**config.mk**
```make
export PLATFORM = sky130hd
export DESIGN_NAME = mem_arbiter
export DESIGN_NICKNAME = d
export VERILOG_FILES = /design/src/rtl/mem_arbiter.sv
export SDC_FILE = /design/constraint.sdc
export NUM_CORES = 1
export LEC_CHECK = 0
export CAP_MARGIN = 20
export CORE_AREA = 2 2 198 200
export CTS_BUF_LIST = sky130_fd_sc_hd__clkbuf_4 sky130_fd_sc_hd__clkbuf_8 sky130_fd_sc_hd__clkbuf_16
export DETAILED_ROUTE_END_ITERATION = 7
export DIE_AREA = 0 0 200 202
export GPL_TIMING_DRIVEN = 0
export PLACE_DENSITY = 0.53
export SLEW_MARGIN = 20
export SYNTH_ARGS = -nofsm -noshare
export SYNTH_HDL_FRONTEND = slang
export SYNTH_SLANG_ARGS = --single-unit
export TNS_END_PERCENT = 20
```
**constraint.sdc**
```tcl
create_clock -name clk -period 9.98 [get_ports clk]
set_input_delay 1.996 -clock clk [delete_from_list [all_inputs] [get_ports clk]]
set_output_delay 1.996 -clock clk [all_outputs]
set_load 0.005 [all_outputs]
```
**src/rtl/mem_arbiter.sv**
```systemverilog
`default_nettype none
// ============================================================================
//  Module   : mem_arbiter
//  Purpose  : Two-requester memory arbiter. The instruction-fetch port and the
//             load/store data port share a single memory port. Data requests
//             win by default. After STARVE_MAX back-to-back data grants with a
//             fetch still waiting, the fetch is granted.
//  Revision : 1.0 - initial release
// ----------------------------------------------------------------------------
//  Ports
//    clk, reset             pipeline clock, asynchronous active-high reset
//    i_req/i_addr           fetch request and address
//    i_ok/i_data            fetch done pulse and the 32-bit instruction
//    d_req/d_write/d_addr   load/store request, store flag, address
//    d_size/d_wdata/d_strobe  log2 access size, store data, byte enables
//    d_ok/d_rdata           load/store done pulse and the 64-bit read word
//    m_*                    shared memory port (request side out, m_ok and
//                           m_rdata in)
//    busy                   high whenever the arbiter is not idle
// ============================================================================
module mem_arbiter #(
  parameter int unsigned STARVE_MAX = 4
) (
  input  logic        clk,
  input  logic        reset,
  // instruction port
  input  logic        i_req,
  input  logic [63:0] i_addr,
  output logic        i_ok,
  output logic [31:0] i_data,
  // data port
  input  logic        d_req,
  input  logic        d_write,
  input  logic [63:0] d_addr,
  input  logic [2:0]  d_size,
  input  logic [63:0] d_wdata,
  input  logic [7:0]  d_strobe,
  output logic        d_ok,
  output logic [63:0] d_rdata,
  // memory port
  output logic        m_req,
  output logic        m_write,
  output logic [63:0] m_addr,
  output logic [2:0]  m_size,
  output logic [63:0] m_wdata,
  output logic [7:0]  m_strobe,
  input  logic        m_ok,
  input  logic [63:0] m_rdata,
  // status
  output logic        busy
);

  typedef enum logic [1:0] {
    IDLE    = 2'd0,
    GRANT_I = 2'd1,
    GRANT_D = 2'd2,
    RESP    = 2'd3
  } state_t;

  state_t      state;
  state_t      state_next;

  // Arbitration bookkeeping
  logic [2:0]  starve_cnt;
  logic [31:0] starve_ext;
  logic        starve_ok;
  logic        grant_i;
  logic        grant_d;
  logic        mem_done;

  // Request captured at the grant edge; the requester's live inputs are not
  // looked at again until the transaction has completed.
  logic        lat_write;
  logic [63:0] lat_addr;
  logic [2:0]  lat_size;
  logic [63:0] lat_wdata;
  logic [7:0]  lat_strobe;

  // Owner of the transaction that reached RESP (1 = data port)
  logic        owner_d;

  // Per-port read results; each holds until that port completes again
  logic [31:0] i_data_q;
  logic [63:0] d_rdata_q;

  assign starve_ext = {29'd0, starve_cnt};
  assign starve_ok  = (starve_ext < STARVE_MAX);

  // --------------------------------------------------------------------------
  // State register
  // --------------------------------------------------------------------------
  always_ff @(posedge clk or posedge reset) begin
    if (reset) begin
      state <= IDLE;
    end else begin
      state <= state_next;
    end
  end

  // --------------------------------------------------------------------------
  // Next-state and output decode
  // --------------------------------------------------------------------------
  always_comb begin
    state_next = state;
    grant_i    = 1'b0;
    grant_d    = 1'b0;
    mem_done   = 1'b0;
    m_req      = 1'b0;
    i_ok       = 1'b0;
    d_ok       = 1'b0;
    busy       = 1'b1;

    case (state)
      IDLE: begin
        busy = 1'b0;
        // Data has priority until its starvation budget is spent; once the
        // budget is gone a pending fetch wins, and data still goes through
        // if no fetch is waiting.
        if (d_req && starve_ok) begin
          grant_d    = 1'b1;
          state_next = GRANT_D;
        end else if (i_req) begin
          grant_i    = 1'b1;
          state_next = GRANT_I;
        end else if (d_req) begin
          grant_d    = 1'b1;
          state_next = GRANT_D;
        end
      end

      GRANT_I, GRANT_D: begin
        m_req = 1'b1;
        if (m_ok) begin
          mem_done   = 1'b1;
          state_next = RESP;
        end
      end

      RESP: begin
        i_ok       = ~owner_d;
        d_ok       = owner_d;
        state_next = IDLE;
      end

      default: begin
        state_next = IDLE;
      end
    endcase
  end

  // --------------------------------------------------------------------------
  // Starvation counter
  // Counts data grants issued while a fetch is waiting; any fetch grant, or
  // an idle cycle with no fetch pending, clears it.
  // --------------------------------------------------------------------------
  always_ff @(posedge clk or posedge reset) begin
    if (reset) begin
      starve_cnt <= 3'd0;
    end else if (state == IDLE) begin
      if (grant_i || !i_req) begin
        starve_cnt <= 3'd0;
      end else if (grant_d && (starve_cnt != 3'd7)) begin
        starve_cnt <= starve_cnt + 3'd1;
      end
    end
  end

  // --------------------------------------------------------------------------
  // Request capture at the grant edge
  // --------------------------------------------------------------------------
  always_ff @(posedge clk or posedge reset) begin
    if (reset) begin
      lat_write  <= 1'b0;
      lat_addr   <= 64'd0;
      lat_size   <= 3'd0;
      lat_wdata  <= 64'd0;
      lat_strobe <= 8'd0;
    end else if (grant_d) begin
      lat_write  <= d_write;
      lat_addr   <= d_addr;
      lat_size   <= d_size;
      lat_wdata  <= d_wdata;
      lat_strobe <= d_strobe;
    end else if (grant_i) begin
      // Fetches are always 32-bit reads with no byte enables
      lat_write  <= 1'b0;
      lat_addr   <= i_addr;
      lat_size   <= 3'd2;
      lat_wdata  <= 64'd0;
      lat_strobe <= 8'h00;
    end
  end

  // --------------------------------------------------------------------------
  // Completion capture: memory data and owner are taken on the m_ok edge so
  // they are already stable during the single RESP cycle.
  // --------------------------------------------------------------------------
  always_ff @(posedge clk or posedge reset) begin
    if (reset) begin
      owner_d   <= 1'b0;
      i_data_q  <= 32'd0;
      d_rdata_q <= 64'd0;
    end else if (mem_done) begin
      owner_d <= (state == GRANT_D);
      if (state == GRANT_D) begin
        d_rdata_q <= m_rdata;
      end else begin
        // Memory returns an aligned 64-bit word; address bit 2 picks the
        // instruction half.
        i_data_q <= lat_addr[2] ? m_rdata[63:32] : m_rdata[31:0];
      end
    end
  end

  // --------------------------------------------------------------------------
  // Output drive
  // --------------------------------------------------------------------------
  assign m_write  = lat_write;
  assign m_addr   = lat_addr;
  assign m_size   = lat_size;
  assign m_wdata  = lat_wdata;
  assign m_strobe = lat_strobe;
  assign i_data   = i_data_q;
  assign d_rdata  = d_rdata_q;

endmodule
`default_nettype wire

```
**Logic cells by family**

Scale: 1.5 px per um.
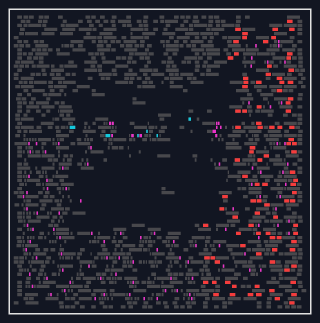
nand cells: shown in magenta, cells 106. mux cells: shown in red, cells 96, where a column on the right. nor cells: shown in cyan, cells 6, where middle.

**A small window of the routed layout**

Window x 88 to 113, y 48 to 73 um. Cells in grey, sequential cells in the stronger grey; small squares are vias.
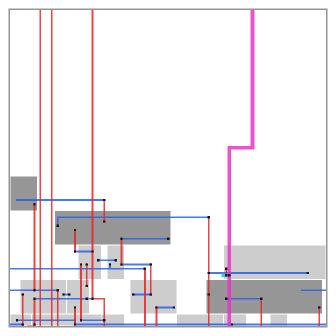
metal 3: shown in cyan. metal 2: shown in red. metal 1: shown in blue. metal 4: shown in magenta.
Netlist names of flops here include `m_addr` (2). Sequential cells in the window: 2. 8 logic cells have their middle in the window. Most frequent: o21ai_1 (2), clkdlybuf4s50_1 (2), dfrtp_1 (2).

**Routing congestion map**

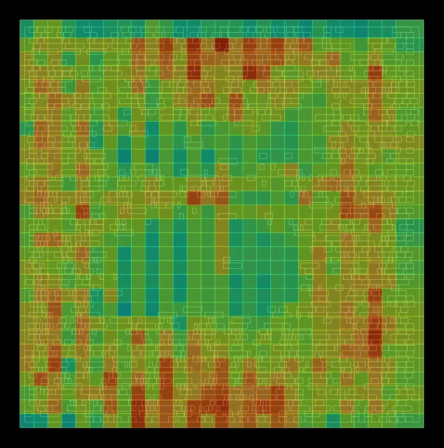
routed len/inst: 20.59 um
grt met3 use: 0.06374
GRT busiest layer: met2
met2 Usage GRT: 0.3351
final design utilization: 0.4369

==> results.txt <==
fresh numbers from the pnr run: chip area a little over 40000 um^2, TNS Setup 0 ns, Post-synth ARST share 1.000, layout cell share with drive strength beyond 1 0.09001, vias in the first global route 9233, maximum vdd drop 118.7 uV, Dominant flop cell dfrtp_1, MUX area fraction 0.1045, port buffer count 510, Worst-Margin Slew about 0.66 ns, # IOs 513, Max Freq 0.2452 GHz, synthesis-to-finish area growth 67.90%, max-cap violations 0, metal2 WL 19610 um, skew final 0.01006 ns, Die Height slightly above 200 um, largest net degree at the start of global routing slightly below 100, status completed, syn nets 1127, Yosys Chip Area 9962 um^2, vias per cell 4.548, dpl ws 6.152 ns, tool warnings 28, CP max FO 5, CTS tree built, Startpoint Class flop, clk_lat worst skew 0.55 ns, most frequent cells in the layout clkdlybuf4s50_1 (510), dfrtp_1 (242), o21ai_1 (128), highest metal used met5, Hold-fix buffers, CTS 0, Inst Count DP 1879, M1 wire length 15500 um, XOR Share, Synth 0, CP max stage cell clkdlybuf4s50_1, Synth Warn # 0, Post-Synth Simple-Gate Area 0.04584, met3 routed WL 4000 um, Final ANT Viol Nets 0, std cell rows 72, Power per Cell Area 297.3 nW/um^2, Longest Clk Path Bufs 3, critical-path cell list inv_1 -> ha_1 -> inv_2 -> clkdlybuf4s50_1, CTS H-tree depth 1, final WL 39710 um, Post-Synthesis Cells ~850, DRT Pass-1 Iters 4, Max Slew Vio Count 0, endpoint class of the critical path primary output, Top cells by area dfrtp_1 (61%), a22o_1 (6.6%), o21ai_1 (6.4%), post-CTS setup buffer count 0, global-route wire length before repair 58650 um, Avg Inst Size Synth between 10 and 15 um^2, total CTS buffers 29, FP Core Util 0.2602, Finish-stage setup viols 0, yosys aoi share 0.1900, GPL Wtd Cong 0.8191, Hold WS between 0.4 and 0.5 ns, TritonCTS Sinks ~240, critical path data arrival time 2.08 ns, Clock transition at path regs 0.06 ns, RSZ-0062 raised after global routing no, Adders+Majority by Area 0.006280, max incr delay on CP around 0.62 ns, initial antenna violation count 2, Crit Path Class flop to primary output, Fillers between 3000 and 4000, WP data required between 7 and 8 ns
**Sequential cells coloured by netlist name**

Scale: 1.5 px per um. Other sequential cells in the stronger grey, the rest of the logic in the fainter grey.
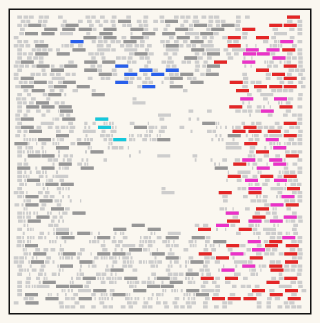
`starve_cnt`: shown in cyan, placed flops 3. `m_strobe`: shown in blue, placed flops 8, where top middle. `d_rdata`: shown in red, placed flops 64, where a column on the right. `i_data`: shown in magenta, placed flops 32, where a column on the right.
Another 135 sequential cells are not coloured.

**Ports around the boundary**

Scale: 2 px per um. Pins as bars across the die edge, other pins in grey.
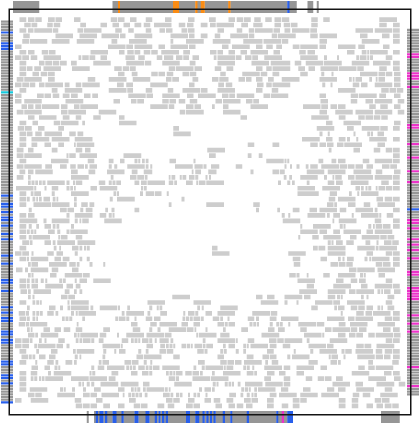
`d_write`: shown in cyan, pins 1, direction input, edge left. `d_addr`: shown in blue, pins 64, direction input, edge 32 left, 30 bottom, 1 right, 1 top. `i_data`: shown in magenta, pins 32, direction output, edge 31 right, 1 bottom. `m_strobe`: shown in orange, pins 8, direction output, edge top.

## where the power goes
part	switching (mW)	total [mW]	internal, mW
sequential	0.247	1.68	1.43
clock	0.429	1.06	0.631
combinational	0.955	2.23	1.28
## cells by family (layout without fill, tap and decap cells)
group,count (synthesis),in the layout
DFF,242,242
and+or+nand+nor,113,113
muxes,96,96
AOI/OAI and AO/OA,314,314
buffers and inverters,79,641
adders and majority gates,5,5
## worst paths after layout
path	from	end	slack, ns	cells after the start
setup / recovery	state[0]	busy	5.90	4
hold / removal	i_data[23]	i_data[23]	0.48	2
setup reg to reg	state[0]	m_addr[21]	7.79	6
hold reg to reg	i_data[23]	i_data[23]	0.48	2
max in group asynchronous	reset	m_addr[38]	7.25	3
min in group asynchronous	reset	m_wdata[18]	1.87	2
## layout make-up
type,instances,area (um^2),share of cell area
multi-input cells,528,3453,0.2065
well taps,518,648.1,0.03875
plain buffers,72,426.7,0.02551
flip-flops and latches,242,6056,0.3621
clock inverters,6,66.31,0.003965
repair buffers,512,5160,0.3085
clock buffers,44,882.1,0.05274
inverters,7,33.78,0.002020
## stage by stage
stage | instance area [um^2] | total power [mW]
2_1_floorplan | 9962 | 2.563
3_3_place_gp | 15720 | 3.931
3_5_place_dp | 15780 | 3.962
4_1_cts | 16730 | 5.054
5_1_grt | 16730 | 5.311
6_report | 16730 | 4.973
## cells in the mapped netlist (3+ instances only)
cell      number
o21ai_1      128
mux2i_1       32
buf_2         35
buf_6         10
dfrtp_1      242
mux2_1        49
nor2_1         3
nand2_1       99
mux2_2        15
buf_4         10
inv_1          6
ha_1           5
a22o_1        75
clkbuf_1      16
a21oi_1       66
nand3_1        4
o21ai_0       35
## sequential cells by signal, indices dropped and copies added, names as in the netlist
name / cells
d_rdata: 64
i_data: 32
m_addr: 64
m_size: 3
m_strobe: 8
m_wdata: 64
m_write: 1
owner_d: 1
starve_cnt: 3
state: 2
## worst max-delay path: cells and delay by family, from the launching register on
family | cells | cell delay (ns)
buf+inv | 3 | 0.87
flops | 1 | 0.37
fa+ha+maj | 1 | 0.28
## layer usage
metal / global-route usage / up-vias
li1: - / 4127
met1: 0.2288 / 4240
met2: 0.3351 / 356
met3: 0.06374 / 46
met4: 0.03360 / 4
met5: 0 / -
Power figures rest on the tool's default switching activity, not on a simulated workload.
